--- src/rtl/noc_pkg.sv ---
// Shared types and helpers for the node-side network interface.
package noc_pkg;

  localparam int FLIT_WIDTH_DEF = 64;
  localparam int NODES_DEF      = 6;

  // Width of a destination id; never narrower than one bit.
  function automatic int dest_w(input int nodes);
    return (nodes > 1) ? $clog2(nodes) : 1;
  endfunction

  localparam int DEST_W_DEF = dest_w(NODES_DEF);

  typedef struct packed {
    logic [FLIT_WIDTH_DEF-1:0] data;
    logic                      valid;
    logic                      last;
    logic [DEST_W_DEF-1:0]     dest;
  } flit_t;

  typedef enum logic {
    IDLE = 1'b0,
    SEND = 1'b1
  } pkt_state_e;

endpackage

--- src/rtl/noc_credit_counter.sv ---
// Credit counter for one router input buffer. A consume is only honoured
// when credits are available; a return at full count saturates and flags.
module noc_credit_counter #(
  parameter int CREDITS = 4,
  parameter int CW      = $clog2(CREDITS + 1)
) (
  input  logic          clk,
  input  logic          rst_n,
  input  logic          consume,
  input  logic          credit_in,
  output logic [CW-1:0] cnt,
  output logic          avail,
  output logic          overflow_err
);

  logic take;

  assign avail = (cnt != '0);
  assign take  = consume && avail;

  // Count update: simultaneous take and return cancel out.
  always_ff @(posedge clk or negedge rst_n) begin
    if (!rst_n) begin
      cnt          <= CW'(CREDITS);
      overflow_err <= 1'b0;
    end else begin
      overflow_err <= 1'b0;
      if (take && !credit_in) begin
        cnt <= cnt - CW'(1);
      end else if (!take && credit_in) begin
        if (cnt == CW'(CREDITS)) begin
          overflow_err <= 1'b1;
        end else begin
          cnt <= cnt + CW'(1);
        end
      end
    end
  end

endmodule

--- src/rtl/noc_packetizer.sv ---
// Message-to-flit transmitter feeding one router input port under
// credit-based flow control.
//
//   state | meaning
//   IDLE  | ready for a message; illegal requests are dropped here
//   SEND  | emitting latched message, one flit per edge with a credit
module noc_packetizer
  import noc_pkg::*;
#(
  parameter int NODES      = 6,
  parameter int FLIT_WIDTH = 64,
  parameter int MAX_FLITS  = 8,
  parameter int CREDITS    = 4,
  parameter int DW         = dest_w(NODES),
  parameter int LW         = $clog2(MAX_FLITS + 1),
  parameter int CW         = $clog2(CREDITS + 1)
) (
  input  logic                          clk,
  input  logic                          rst_n,
  input  logic                          req_valid,
  output logic                          req_ready,
  input  logic [DW-1:0]                 req_dest,
  input  logic [LW-1:0]                 req_len,
  input  logic [MAX_FLITS*FLIT_WIDTH-1:0] req_data,
  output logic                          flit_valid,
  output logic [FLIT_WIDTH-1:0]         flit_data,
  output logic                          flit_last,
  output logic [DW-1:0]                 flit_dest,
  input  logic                          credit_in,
  output logic [CW-1:0]                 credit_cnt,
  output logic                          busy,
  output logic                          err_req,
  output logic                          err_credit
);

  pkt_state_e state, next_state;

  logic [MAX_FLITS*FLIT_WIDTH-1:0] msg_data;
  logic [DW-1:0]                   msg_dest;
  logic [LW-1:0]                   msg_len;
  logic [LW-1:0]                   idx;

  logic req_fire, req_legal, credit_avail, send, is_last;

  assign req_ready = (state == IDLE);
  assign busy      = (state == SEND);
  assign req_fire  = req_valid && req_ready;
  assign req_legal = (req_len != '0) &&
                     (req_len <= LW'(MAX_FLITS)) &&
                     ({1'b0, req_dest} < (DW+1)'(NODES));
  assign send      = (state == SEND) && credit_avail;
  assign is_last   = (idx == msg_len - LW'(1));

  noc_credit_counter #(
    .CREDITS (CREDITS),
    .CW      (CW)
  ) u_credit (
    .clk          (clk),
    .rst_n        (rst_n),
    .consume      (send),
    .credit_in    (credit_in),
    .cnt          (credit_cnt),
    .avail        (credit_avail),
    .overflow_err (err_credit)
  );

  // State register.
  always_ff @(posedge clk or negedge rst_n) begin
    if (!rst_n) state <= IDLE;
    else        state <= next_state;
  end

  // Next-state: accept legal messages, return to IDLE on the last flit.
  always_comb begin
    next_state = state;
    case (state)
      IDLE:    if (req_fire && req_legal) next_state = SEND;
      SEND:    if (send && is_last)       next_state = IDLE;
      default: next_state = IDLE;
    endcase
  end

  // Message latch, beat index and registered flit outputs.
  always_ff @(posedge clk or negedge rst_n) begin
    if (!rst_n) begin
      msg_data   <= '0;
      msg_dest   <= '0;
      msg_len    <= '0;
      idx        <= '0;
      flit_valid <= 1'b0;
      flit_data  <= '0;
      flit_last  <= 1'b0;
      flit_dest  <= '0;
      err_req    <= 1'b0;
    end else begin
      flit_valid <= send;
      flit_last  <= send && is_last;
      err_req    <= req_fire && !req_legal;
      if (req_fire && req_legal) begin
        msg_data <= req_data;
        msg_dest <= req_dest;
        msg_len  <= req_len;
        idx      <= '0;
      end
      if (send) begin
        flit_data <= msg_data[int'(idx)*FLIT_WIDTH +: FLIT_WIDTH];
        flit_dest <= msg_dest;
        idx       <= idx + LW'(1);
      end
    end
  end

endmodule

--- config.mk ---
export PLATFORM = sky130hd
export DESIGN_NAME = noc_packetizer
export DESIGN_NICKNAME = d
export VERILOG_FILES = /design/src/rtl/noc_pkg.sv /design/src/rtl/noc_credit_counter.sv /design/src/rtl/noc_packetizer.sv
export SDC_FILE = /design/constraint.sdc
export NUM_CORES = 1
export LEC_CHECK = 0
export CAP_MARGIN = 20
export CORE_MARGIN = 3
export CORE_UTILIZATION = 41
export DETAILED_ROUTE_END_ITERATION = 8
export PLACE_DENSITY = 0.67
export SLEW_MARGIN = 0
export SYNTH_ARGS = -nofsm -noshare
export SYNTH_HDL_FRONTEND = slang
export SYNTH_HIERARCHICAL = 1
export SYNTH_SLANG_ARGS = --single-unit
--- constraint.sdc ---
create_clock -name clk -period 2.9 [get_ports clk]
set_clock_uncertainty 0.05 [all_clocks]
set_input_delay 0.58 -clock clk [delete_from_list [all_inputs] [get_ports clk]]
set_output_delay 0.58 -clock clk [all_outputs]
set_load 0.1 [all_outputs]
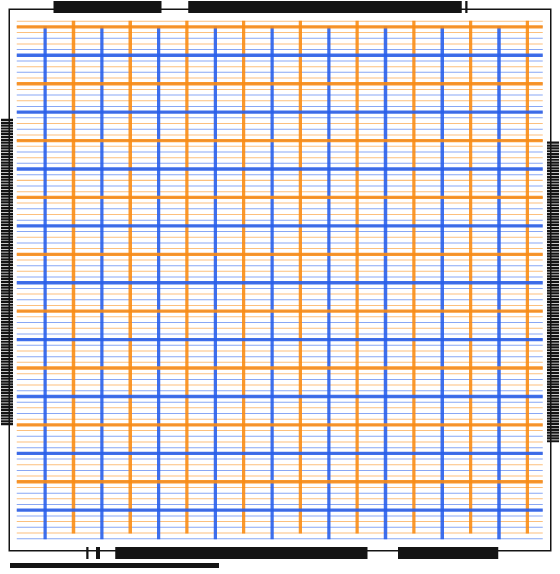
**Above:** floorplan with the power grid.
Bar = 100 um. Pins as bars on the die edge.
Blue stands for VSS. Orange stands for VDD.
18 straps on met4. The core has 91 rows. 599 signal pins sit on the boundary. 18 straps on met5.

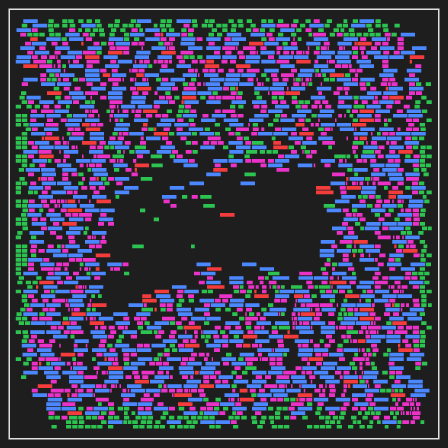
**Above:** placed cells, one color a class.
Red stands for clock drivers and dummy loads, cells 121, share of their area 6.5%. Magenta stands for all other logic, cells 1034, share of their area 31%. Blue stands for flip-flops, cells 598, share of their area 44%. Green stands for other buffers and delay cells, cells 659, share of their area 19%.

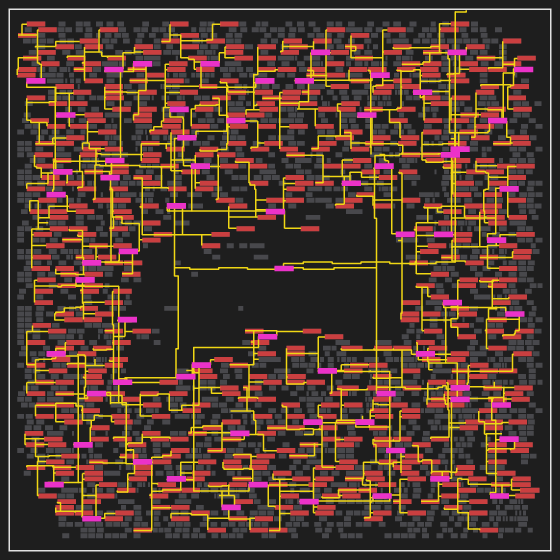
**Above:** clock distribution.
Yellow stands for clock wires, length 7980 um. Red stands for flip-flops, count 598. Magenta stands for cells driving clock nets, count 67.
Position of the flops: spread over the die.

==> flow.log <==
[metrics] run summary
[metrics] upper clock frequency limit: 0.3983 GHz
[metrics] flip-flop and latch count after synthesis: approximately 600
[metrics] Total GRT Usage: 0.2384
[metrics] post-synthesis net count: approximately 2.3k
[metrics] clock buffers created by TritonCTS: 67
[metrics] number of antenna violations at the first check in global routing: 35
[metrics] final critical-path required period: between 2 and 3 ns
[metrics] Hold WC Path Type: reg2reg
[metrics] count of unresolved DRC violations after routing: 0
[metrics] worst reg2reg startpoint: u_credit/cnt[0]$_DFFE_PN0P_
[metrics] Critical path origin: u_credit/cnt[0]$_DFFE_PN0P_
[metrics] actual transition at the worst max-transition pin: ~1.0 ns
[metrics] CP Class: reg2reg
[metrics] maximum vdd ir drop: 689.3 uV
[metrics] commonest cells after routing, fill and taps aside: sky130_fd_sc_hd__mux2_2 (650), sky130_fd_sc_hd__dfrtp_1 (592), sky130_fd_sc_hd__clkdlybuf4s50_1 (521)
[metrics] endpoints failing setup: 0
[metrics] hold slack: 0.4312 ns
[metrics] worst slew margin relative to its limit: 0.3151
[metrics] stage-log warning count: 28
[metrics] total count of max-transition violations in the final report: 0
[metrics] signal arrival time at the worst endpoint: approximately 3 ns
[metrics] yosys cell count: 1754
[metrics] fraction of layout cells with a size suffix above 1: 0.4001
[metrics] maximum clock path buffer count: 3
[metrics] Die Height: 258.3 um
[metrics] YS chip area: 0.02610 mm2
[metrics] grt ovf: 0
[metrics] number of fill cells: roughly 5k
[metrics] total number of nets in the final design: about 2.9k
[metrics] Worst Hold Path Cells: 2
[metrics] startpoint kind of the worst setup timing path: flop
[metrics] later-pin clock latency in the skew report: 0.59 ns
[metrics] required time at the endpoint of the critical path: 3.36 ns
[metrics] Buf/Inv on CP: 1
[metrics] mean cell area of the mapped netlist: about 15 um2
[metrics] Gate Count Post-Synth: between 1.5k and 2k
[metrics] clock sink total: between 500 and 600
[metrics] total number of vias: 17.40k
[metrics] nature of the critical path endpoint: flop
[metrics] post-CTS setup repair buffer count: 0
[metrics] Starting DRT DRC Count: 908
[metrics] clock-pin slew on the worst setup and hold paths: 0.06 ns
[metrics] distinct cell type count after synthesis: 38
[metrics] chip width: 258.3 um
[metrics] vias per cell: between 5 and 6
[metrics] global-route wire length before repair: 119700 um
[metrics] ports placed on the boundary: 599
[metrics] routed wire length: 79860 um
[metrics] outcome: complete, no violations
[metrics] leading cell type in the layout, fill and taps excluded: sky130_fd_sc_hd__mux2_2
[metrics] Post-synth seq share: 0.5734
[metrics] Hold Path Origin: flit_data[33]$_DFFE_PN0P_
[metrics] worst reg2reg endpoint: u_credit/cnt[2]$_DFFE_PN1P_
[metrics] clock tree root buffer cell: sky130_fd_sc_hd__clkbuf_16
[metrics] placeable core region: a little over 0.06 mm2
[metrics] total of max-cap violations: 0
[metrics] number of hold violations in the final report: 0
[metrics] IO Port Bufs: between 500 and 600
[metrics] Starting Density: 0.4190
[metrics] period utilization: 0.8657
[metrics] largest net degree at the start of global routing: between 70 and 80
[metrics] post-route core utilization: 0.5704
[metrics] Mapped Area: between 0.02 and 0.03 mm2
[metrics] highest cell delay on the worst timing path: between 0.4 and 0.5 ns
[metrics] GP Congestion: 0.8181
[metrics] Die Outline Area: 0.06672 mm2
[metrics] worst hold path endpoint: flit_data[33]$_DFFE_PN0P_
[metrics] number of standard-cell rows in the floorplan: a little over 90
[metrics] leakage power: ~15 nW
[metrics] cells along the critical path: or3_1 > nand2_4 > clkinv_1 > and2_1 > ha_1 > xor2_1 > ha_1 > a21oi_1 > xnor2_1 > nand2_1 > xnor2_1
[metrics] crit-path leading delay family: simple AND/OR/NAND/NOR gates
[metrics] last element of the critical path: u_credit/cnt[2]$_DFFE_PN1P_
[metrics] routed len/inst: around 24 um
[metrics] CP Depth: 11
[metrics] CTS H-tree depth: 3
[metrics] CTS tree: built
[metrics] RSZ-0062 raised after global routing: false
[metrics] Pwr per Cell Area: around 1100 mW/mm2
[metrics] antenna viol nets, final: 0
[metrics] critical-path cell with the highest stage delay: sky130_fd_sc_hd__or3_1
[metrics] Setup Slack @ Placement: -0.04139 ns
[metrics] Yosys warning total: 6
[metrics] via count of the first global-routing pass: around 19k
[metrics] Reg2Reg Setup Slack: 0.39 ns
[metrics] area grow syn2layout: 36.12%
[metrics] detailed-router iteration count before antenna repair: 5
[metrics] worst reg2reg path depth: 11
[metrics] critical path fanouts, max: 5
[metrics] Worst Setup Slack, final: between 0.3 and 0.4 ns
[metrics] Detail Placement HPWL: 57230 um
==> through the flow <==
step	area [um2]	TNS, ns	cells	total power, mW
after CTS	35440	0	3249	41.27
after global placement	33190	0	3127	31.87
final	35520	0	3281	40.83
after global routing	35510	0	3277	43.08
after detailed placement	33190	-2.749	3127	32.48
after floorplan	26100	0	1754	27.06
==> layer usage <==
| layer | vias up | track usage | share of wire |
|---|---|---|---|
| met1 | 9066 | 0.3031 | 0.40 |
| met5 | - | 0 | 0.00078 |
| met4 | 8 | 0.1023 | 0.031 |
| li1 | 7692 | - | - |
| met3 | 128 | 0.04671 | 0.051 |
| met2 | 501 | 0.3993 | 0.51 |
==> kinds of logic after synthesis <==
group	Yosys count	share of synthesized area
DFF	598	0.5734
buffers and inverters	128	0.02181
xor gates and xnor gates	9	0.003547
AOI/OAI and AO/OA	136	0.03610
muxes	714	0.3357
adders and majority gates	6	0.002877
and+or+nand+nor	163	0.02651
==> registers in the layout, indices dropped and copies added, names as in the netlist <==
| register | count |
|---|---|
| msg_dest | 3 |
| err_req | 1 |
| u_credit/overflow_err | 1 |
| msg_data | 512 |
| flit_valid | 1 |
| flit_dest | 3 |
| flit_data | 64 |
| busy | 1 |
| msg_len | 4 |
| u_credit/cnt | 3 |
| flit_last | 1 |
| idx | 4 |
==> synth_stat cells, drive strengths merged <==
cell / number / share of area
nor2: 66 / 0.0095
and2: 3 / 0.00072
o31a: 1 / 0.00034
buf: 78 / 0.015
a21oi: 1 / 0.00019
nand3: 3 / 0.00058
a31oi: 1 / 0.00024
ha: 6 / 0.0029
xor2: 4 / 0.0013
inv: 5 / 0.00072
clkbuf: 44 / 0.0063
o2bb2ai: 1 / 0.00034
o211ai: 1 / 0.00029
nor2b: 2 / 0.00048
nor4b: 1 / 0.00058
a2bb2oi: 1 / 0.00034
clkinv: 1 / 0.00014
xnor3: 1 / 0.00086
nor3: 1 / 0.00019
dfrtp: 597 / 0.57
a2111oi: 1 / 0.00034
nand2b: 4 / 0.00096
o21ai: 1 / 0.00019
mux4: 64 / 0.055
o41ai: 1 / 0.00034
dfstp: 1 / 0.0010
o22ai: 63 / 0.015
nand4: 2 / 0.00048
or3: 2 / 0.00048
nor3b: 1 / 0.00029
nand2: 74 / 0.011
nor4: 2 / 0.0011
o31ai: 64 / 0.018
mux2: 650 / 0.28
or4: 2 / 0.00058
xnor2: 4 / 0.0013
==> worst min-delay path: cells and delay by family, from the launching register on <==
family,cells,cell delay (ns)
flip-flops,1,0.34
AND-OR/OR-AND,1,0.06
AND/OR/NAND/NOR,1,0.05
==> layout make-up <==
cell class	count	area, um2	share of cell area
sequential	598	14980	0.4217
multi-input combinational	1028	10590	0.2982
timing repair buffer	659	6561	0.1847
clock buffer	102	2002	0.05636
tap	837	1047	0.02948
clock inverter	19	237.7	0.006692
antenna	32	80.08	0.002254
inverter	6	22.52	0.0006340
==> where the power goes <==
group	switching (mW)	leakage, nW	internal (mW)	total (mW)
Combinational	9.34	6.47	8.07	17.4
Sequential	2.31	7.28	12.5	14.8
Clock	3.46	1.10	5.14	8.60
==> timing repair <==
item	CTS	global route
hold buffers	1	0
gates resized	0	0
hold endpoints to repair	18	0
Power and IR drop assume default switching activity.
